met4.png
The bar under the picture is 20 um long. Cells faint in the background.
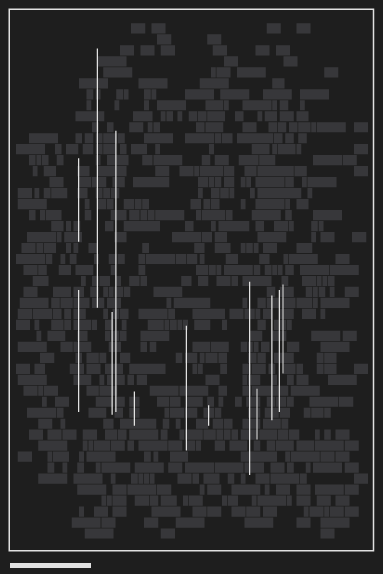
final_clocks.png
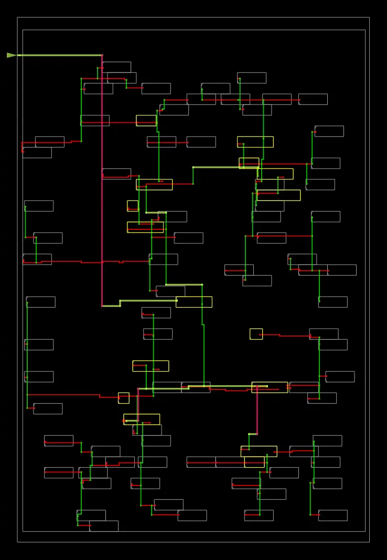
$ cat src/rtl/draw_pkg.sv
// Shared types and constants for the drawing-instruction sequencer.
// Optional feature macro used by draw_sequencer: DRAW_SEQ_LOOP_EN.
package draw_pkg;

    localparam int PC_W    = 8;
    localparam int COORD_W = 10;
    localparam int COLOR_W = 3;

    // Sequencer control states, also exported on the debug state port.
    typedef enum logic [1:0] {
        IDLE  = 2'd0,
        FETCH = 2'd1,
        PLOT  = 2'd2,
        DONE  = 2'd3
    } draw_state_t;

    // One pixel write toward the framebuffer.
    typedef struct packed {
        logic [COORD_W-1:0] x;
        logic [COORD_W-1:0] y;
        logic [COLOR_W-1:0] color;
    } pixel_t;

endpackage

$ cat src/rtl/line_stepper.sv
// Combinational Chebyshev stepper: moves each axis one unit toward the
// target when it differs, and flags when the source already sits on it.
module line_stepper #(
    parameter int COORD_W = draw_pkg::COORD_W
) (
    input  logic [COORD_W-1:0] cur_x_i,
    input  logic [COORD_W-1:0] cur_y_i,
    input  logic [COORD_W-1:0] tgt_x_i,
    input  logic [COORD_W-1:0] tgt_y_i,
    output logic [COORD_W-1:0] nxt_x_o,
    output logic [COORD_W-1:0] nxt_y_o,
    output logic               at_target_o
);

    localparam logic [COORD_W-1:0] ONE = {{(COORD_W-1){1'b0}}, 1'b1};

    // Steps only ever approach the target, so neither add nor subtract can wrap.
    always_comb begin
        nxt_x_o = cur_x_i;
        nxt_y_o = cur_y_i;
        if (cur_x_i < tgt_x_i) begin
            nxt_x_o = cur_x_i + ONE;
        end else if (cur_x_i > tgt_x_i) begin
            nxt_x_o = cur_x_i - ONE;
        end
        if (cur_y_i < tgt_y_i) begin
            nxt_y_o = cur_y_i + ONE;
        end else if (cur_y_i > tgt_y_i) begin
            nxt_y_o = cur_y_i - ONE;
        end
        at_target_o = (cur_x_i == tgt_x_i) && (cur_y_i == tgt_y_i);
    end

endmodule

$ cat src/rtl/draw_sequencer.sv
// Instruction fetch-and-plot engine: walks a polyline stored in a
// combinational ROM, one pixel per accepted beat.
// Optional feature macro: DRAW_SEQ_LOOP_EN (loop back to instruction 0 and
// close the polygon instead of stopping in DONE).
//
// Pixel port handshake: a beat transfers on a rising edge where pix_valid
// and pix_ready are both high; once pix_valid is raised, pix_x/pix_y/
// pix_color hold until that transfer, and pix_valid never looks at
// pix_ready combinationally.
module draw_sequencer #(
    parameter int PROG_LEN = 3,
    parameter int COORD_W  = draw_pkg::COORD_W,
    parameter int COLOR_W  = draw_pkg::COLOR_W
) (
    input  logic                          clk,
    input  logic                          rst_n,
    input  logic                          start,
    output logic [draw_pkg::PC_W-1:0]     pc,
    input  logic [COORD_W-1:0]            next_x,
    input  logic [COORD_W-1:0]            next_y,
    input  logic [COLOR_W-1:0]            ch,
    output logic                          pix_valid,
    input  logic                          pix_ready,
    output logic [COORD_W-1:0]            pix_x,
    output logic [COORD_W-1:0]            pix_y,
    output logic [COLOR_W-1:0]            pix_color,
    output logic                          busy,
    output logic                          done,
    output draw_pkg::draw_state_t         dbg_state
);

    import draw_pkg::*;

`ifdef DRAW_SEQ_LOOP_EN
    localparam bit LOOP_EN = 1'b1;
`else
    localparam bit LOOP_EN = 1'b0;
`endif

    localparam logic [PC_W-1:0] LAST_PC = PC_W'(PROG_LEN - 1);
    localparam logic [PC_W-1:0] PC_ONE  = {{(PC_W-1){1'b0}}, 1'b1};

    draw_state_t        state_q, state_d;
    logic [PC_W-1:0]    pc_q, pc_d;
    logic [COORD_W-1:0] cur_x_q, cur_x_d, cur_y_q, cur_y_d;
    logic [COORD_W-1:0] tgt_x_q, tgt_x_d, tgt_y_q, tgt_y_d;
    logic [COORD_W-1:0] pix_x_q, pix_x_d, pix_y_q, pix_y_d;
    logic [COLOR_W-1:0] col_q, col_d, pix_color_q, pix_color_d;
    logic               first_q, first_d;
    logic               pix_valid_q, pix_valid_d;
    logic               busy_q, busy_d, done_q, done_d;

    logic               accept;
    logic               last_instr;
    logic [COORD_W-1:0] step_src_x, step_src_y, step_dst_x, step_dst_y;
    logic [COORD_W-1:0] step_x, step_y;
    logic               step_at_tgt;

    assign accept     = (state_q == PLOT) && pix_valid_q && pix_ready;
    assign last_instr = (pc_q == LAST_PC);

    // In FETCH the first beat is stepped from the cursor toward the live ROM
    // target; in PLOT the next beat is stepped from the beat being accepted.
    assign step_src_x = (state_q == PLOT)  ? pix_x_q : cur_x_q;
    assign step_src_y = (state_q == PLOT)  ? pix_y_q : cur_y_q;
    assign step_dst_x = (state_q == FETCH) ? next_x  : tgt_x_q;
    assign step_dst_y = (state_q == FETCH) ? next_y  : tgt_y_q;

    line_stepper #(.COORD_W(COORD_W)) u_stepper (
        .cur_x_i     (step_src_x),
        .cur_y_i     (step_src_y),
        .tgt_x_i     (step_dst_x),
        .tgt_y_i     (step_dst_y),
        .nxt_x_o     (step_x),
        .nxt_y_o     (step_y),
        .at_target_o (step_at_tgt)
    );

    // State register.
    always_ff @(posedge clk) begin
        if (!rst_n) begin
            state_q <= IDLE;
        end else begin
            state_q <= state_d;
        end
    end

    // Next-state logic; a segment ends when the accepted beat is the target.
    always_comb begin
        state_d = state_q;
        case (state_q)
            IDLE, DONE: if (start) state_d = FETCH;
            FETCH:      state_d = PLOT;
            PLOT: begin
                if (accept && step_at_tgt) begin
                    state_d = (last_instr && !LOOP_EN) ? DONE : FETCH;
                end
            end
            default:    state_d = IDLE;
        endcase
    end

    // Datapath next values: pc, cursor, latched instruction and the beat.
    always_comb begin
        pc_d        = pc_q;
        cur_x_d     = cur_x_q;
        cur_y_d     = cur_y_q;
        tgt_x_d     = tgt_x_q;
        tgt_y_d     = tgt_y_q;
        col_d       = col_q;
        first_d     = first_q;
        pix_valid_d = pix_valid_q;
        pix_x_d     = pix_x_q;
        pix_y_d     = pix_y_q;
        pix_color_d = pix_color_q;
        case (state_q)
            IDLE, DONE: begin
                if (start) begin
                    pc_d    = '0;
                    first_d = 1'b1;
                end
            end
            FETCH: begin
                tgt_x_d     = next_x;
                tgt_y_d     = next_y;
                col_d       = ch;
                pix_valid_d = 1'b1;
                pix_x_d     = first_q ? next_x : step_x;
                pix_y_d     = first_q ? next_y : step_y;
                pix_color_d = ch;
            end
            PLOT: begin
                if (accept) begin
                    cur_x_d = pix_x_q;
                    cur_y_d = pix_y_q;
                    first_d = 1'b0;
                    if (step_at_tgt) begin
                        pix_valid_d = 1'b0;
                        if (!last_instr) begin
                            pc_d = pc_q + PC_ONE;
                        end else if (LOOP_EN) begin
                            pc_d = '0;
                        end
                    end else begin
                        pix_x_d = step_x;
                        pix_y_d = step_y;
                    end
                end
            end
            default: pix_valid_d = 1'b0;
        endcase
        busy_d = (state_d == FETCH) || (state_d == PLOT);
        done_d = (state_d == DONE);
    end

    // Datapath and registered status outputs.
    always_ff @(posedge clk) begin
        if (!rst_n) begin
            pc_q        <= '0;
            cur_x_q     <= '0;
            cur_y_q     <= '0;
            tgt_x_q     <= '0;
            tgt_y_q     <= '0;
            col_q       <= '0;
            first_q     <= 1'b1;
            pix_valid_q <= 1'b0;
            pix_x_q     <= '0;
            pix_y_q     <= '0;
            pix_color_q <= '0;
            busy_q      <= 1'b0;
            done_q      <= 1'b0;
        end else begin
            pc_q        <= pc_d;
            cur_x_q     <= cur_x_d;
            cur_y_q     <= cur_y_d;
            tgt_x_q     <= tgt_x_d;
            tgt_y_q     <= tgt_y_d;
            col_q       <= col_d;
            first_q     <= first_d;
            pix_valid_q <= pix_valid_d;
            pix_x_q     <= pix_x_d;
            pix_y_q     <= pix_y_d;
            pix_color_q <= pix_color_d;
            busy_q      <= busy_d;
            done_q      <= done_d;
        end
    end

    assign pc        = pc_q;
    assign pix_valid = pix_valid_q;
    assign pix_x     = pix_x_q;
    assign pix_y     = pix_y_q;
    assign pix_color = pix_color_q;
    assign busy      = busy_q;
    assign done      = done_q;
    assign dbg_state = state_q;

endmodule

$ cat config.mk
export PLATFORM = sky130hd
export DESIGN_NAME = draw_sequencer
export DESIGN_NICKNAME = d
export VERILOG_FILES = /design/src/rtl/draw_pkg.sv /design/src/rtl/line_stepper.sv /design/src/rtl/draw_sequencer.sv
export SDC_FILE = /design/constraint.sdc
export NUM_CORES = 1
export LEC_CHECK = 0
export CAP_MARGIN = 30
export CORE_ASPECT_RATIO = 1.5
export CORE_UTILIZATION = 40
export DETAILED_ROUTE_END_ITERATION = 16
export PLACE_DENSITY_LB_ADDON = 0.2
export RECOVER_POWER = 25
export SLEW_MARGIN = 20
export SYNTH_ARGS = -nofsm -noshare
export SYNTH_HDL_FRONTEND = slang
export SYNTH_SLANG_ARGS = --single-unit
$ cat constraint.sdc
create_clock -name clk -period 4.3 [get_ports clk]
set_input_delay 0.86 -clock clk [delete_from_list [all_inputs] [get_ports clk]]
set_output_delay 0.86 -clock clk [all_outputs]
set_load 0.02 [all_outputs]
==> results.tsv <==
stage	metric	value	unit
outcome	status	finished with violations	
outcome	violations	capacitance limit, slew limit	
power	power.total	3.211	mW
synthesis	ys_area	4629	um2
layout	diodes	0	
synthesis	syn_inst	545	
route	ant_nets	0	
synthesis	yosys_cells	545	
worst_setup_path	crit_path_max_fanout	12	
clock_tree	clk_latency	0.33	ns
sta	maxSlewHeadroom	-4.520	%
job	warnings	30	
synthesis	synthArstFlopShare	0	%
worst_hold_path	hp-class	reg2reg	
worst_setup_path	path_common_cell	ha_1	
job	drv_cap	1	
clock_tree	clk_path_buf_depth	2	
synthesis	ys_warn_count	0	
die	rows	47	
sta	tns	0	ns
global_routing	grt_pass1_wl	21860	um
worst_setup_path	worstPathCellList	ha_1 -> buf_4 -> mux2i_1 -> inv_1 -> ha_1 -> and3_1 -> nand3_1 -> or3_4 -> nor3_4 -> mux2i_1 -> o311ai_2 -> ha_1 -> and2_1	
synthesis	synth.distinct_cells	61	
layout	drive_gt1_share	9.508	%
sta	clock.fmax	255.5	MHz
worst_setup_path	cp_data_arrival_time	4.14	ns
global_routing	grt_antenna_before_repair	0	
synthesis	syn_area	4629	um2
route	via_per_inst	5.686	
worst_setup_path	crit_slowest_cell	or3_4	
placed_design	dp_hpwl	10000	um
power	ir_drop	0.0003872	V
sta	drv_slew	47	
clock_tree	cts_resized	0	
sta	hold_viol_final	0	
synthesis	ys.flops	77	
global_routing	track_usage	23.07	%
synthesis	syn_area_per_cell	8.494	um2
worst_setup_path	critical_path_class	reg2reg	
die	die_y	133.8	um
placed_design	place_inst	741	
die	ios	63	
sta	rsz0062_at_grt	false	
worst_setup_path	path_delay_family	simple AND/OR/NAND/NOR gates	
layout	areaGrowthSynthToFinish	24.03	%
route	first_iter_violations	184	
About met4.png:
nets with wire on the layer	11
main direction	vertical
wire length on this layer	394 um
share of all routed wire	2.9%
longest straight run	69.4 um

About final_clocks.png:
clkbuf count: 12
Clock Skews: 0.005732 ns
Clk. pwr: 802 uW

## power by group
part | internal [mW] | total (mW) | switching (mW) | leakage [nW]
combinational | 0.612 | 1.50 | 0.886 | 1.48
clock | 0.499 | 0.802 | 0.303 | 0.151
sequential | 0.826 | 0.910 | 0.0846 | 0.626
total | 1.94 | 3.21 | 1.27 | 2.26
## synthesized netlist by cell type (all sizes together), types with 10 or more instances
cell    count
dfxtp      77
nand2      65
nand3      45
mux2i      44
nor2       43
a21oi      30
ha         26
inv        19
mux2       15
nand4      15
o21ai      15
clkbuf     14
buf        13
xnor2      13
nor4       11
and3       10
nor3       10
o221ai     10
## worst min-delay path, stage by stage, from the launching register on
cell and delay, ns:
dfxtp_1 0.31, nand2_1 0.05, a21oi_1 0.05
## flip-flops by register name, summed over array words and instances, names as in the netlist
signal and count:
cur_x_q 10, tgt_x_q 10, first_q 1, tgt_y_q 10, pix_y 10, pix_color 3, pix_x 10, dbg_state 2
busy 1, done 1, pc 8, pix_valid 1, cur_y_q 10
## path summary, 6_finish.rpt
kind,start,endpoint,slack [ns],cells past startpoint
hold / removal,cur_y_q[0],cur_y_q[0],0.45,2
setup reg to reg,dbg_state[1],busy,0.39,13
setup / recovery,dbg_state[1],busy,0.39,13
hold reg to reg,cur_y_q[0],cur_y_q[0],0.45,2
## layout by cell type (no fill, tap or decap), drive strengths merged, types with 3 or more instances in the layout
cell / synthesis / final
clkbuf: 14 / 12
inv: 19 / 20
ha: 26 / 26
a211oi: 4 / 4
o21ai: 15 / 15
and2: 6 / 6
clkdlybuf4s50: 0 / 42
nor2: 43 / 43
xor2: 7 / 7
a31oi: 6 / 6
a21o: 3 / 3
a21oi: 30 / 30
mux2: 15 / 15
nand2: 65 / 65
o311ai: 3 / 3
o221ai: 10 / 10
and3: 10 / 10
dfxtp: 77 / 77
o211ai: 7 / 7
xnor2: 13 / 13
nor2b: 4 / 4
buf: 13 / 14
nand3: 45 / 45
nor3: 10 / 10
nor4: 11 / 11
dlygate4sd3: 0 / 20
nand4: 15 / 15
mux2i: 44 / 44
## layer usage
layer	GRT usage, %	up-vias
met2	43.93	117
met1	24.68	2048
met5	0	-
li1	-	2112
met3	3.368	27
met4	10.93	0
## cell families after synthesis
logic type / synth area share, %
multiplexers: 13.59
XOR/XNOR: 3.784
AND/OR/NAND/NOR: 23.70
buffers and inverters: 4.351
AND-OR/OR-AND: 14.24
flip-flops: 33.30
adder cells (fa/ha/maj): 7.027
## through the flow
stage | setup slack, ns | cell area [um2] | util, %
6_report | 0.3858 | 5742 | 51.39
5_1_grt | 0.1503 | 5742 | 51.39
4_1_cts | 0.4112 | 5742 | 51.39
3_5_place_dp | 0.3696 | 5421 | 48.52
3_3_place_gp | 0.4224 | 5421 | 48.52
2_1_floorplan | 0.2516 | 4629 | -
## final cells by class
class                      count  area [um2]
clock inverter                 4       53.80
multi-input combinational    422        2887
clock buffer                  12       266.5
sequential                    77        1541
fill                        1102        5431
tap                          147       183.9
inverter                      19       71.32
timing repair buffer          76       738.2
Power figures rest on the tool's default switching activity, not on a simulated workload.
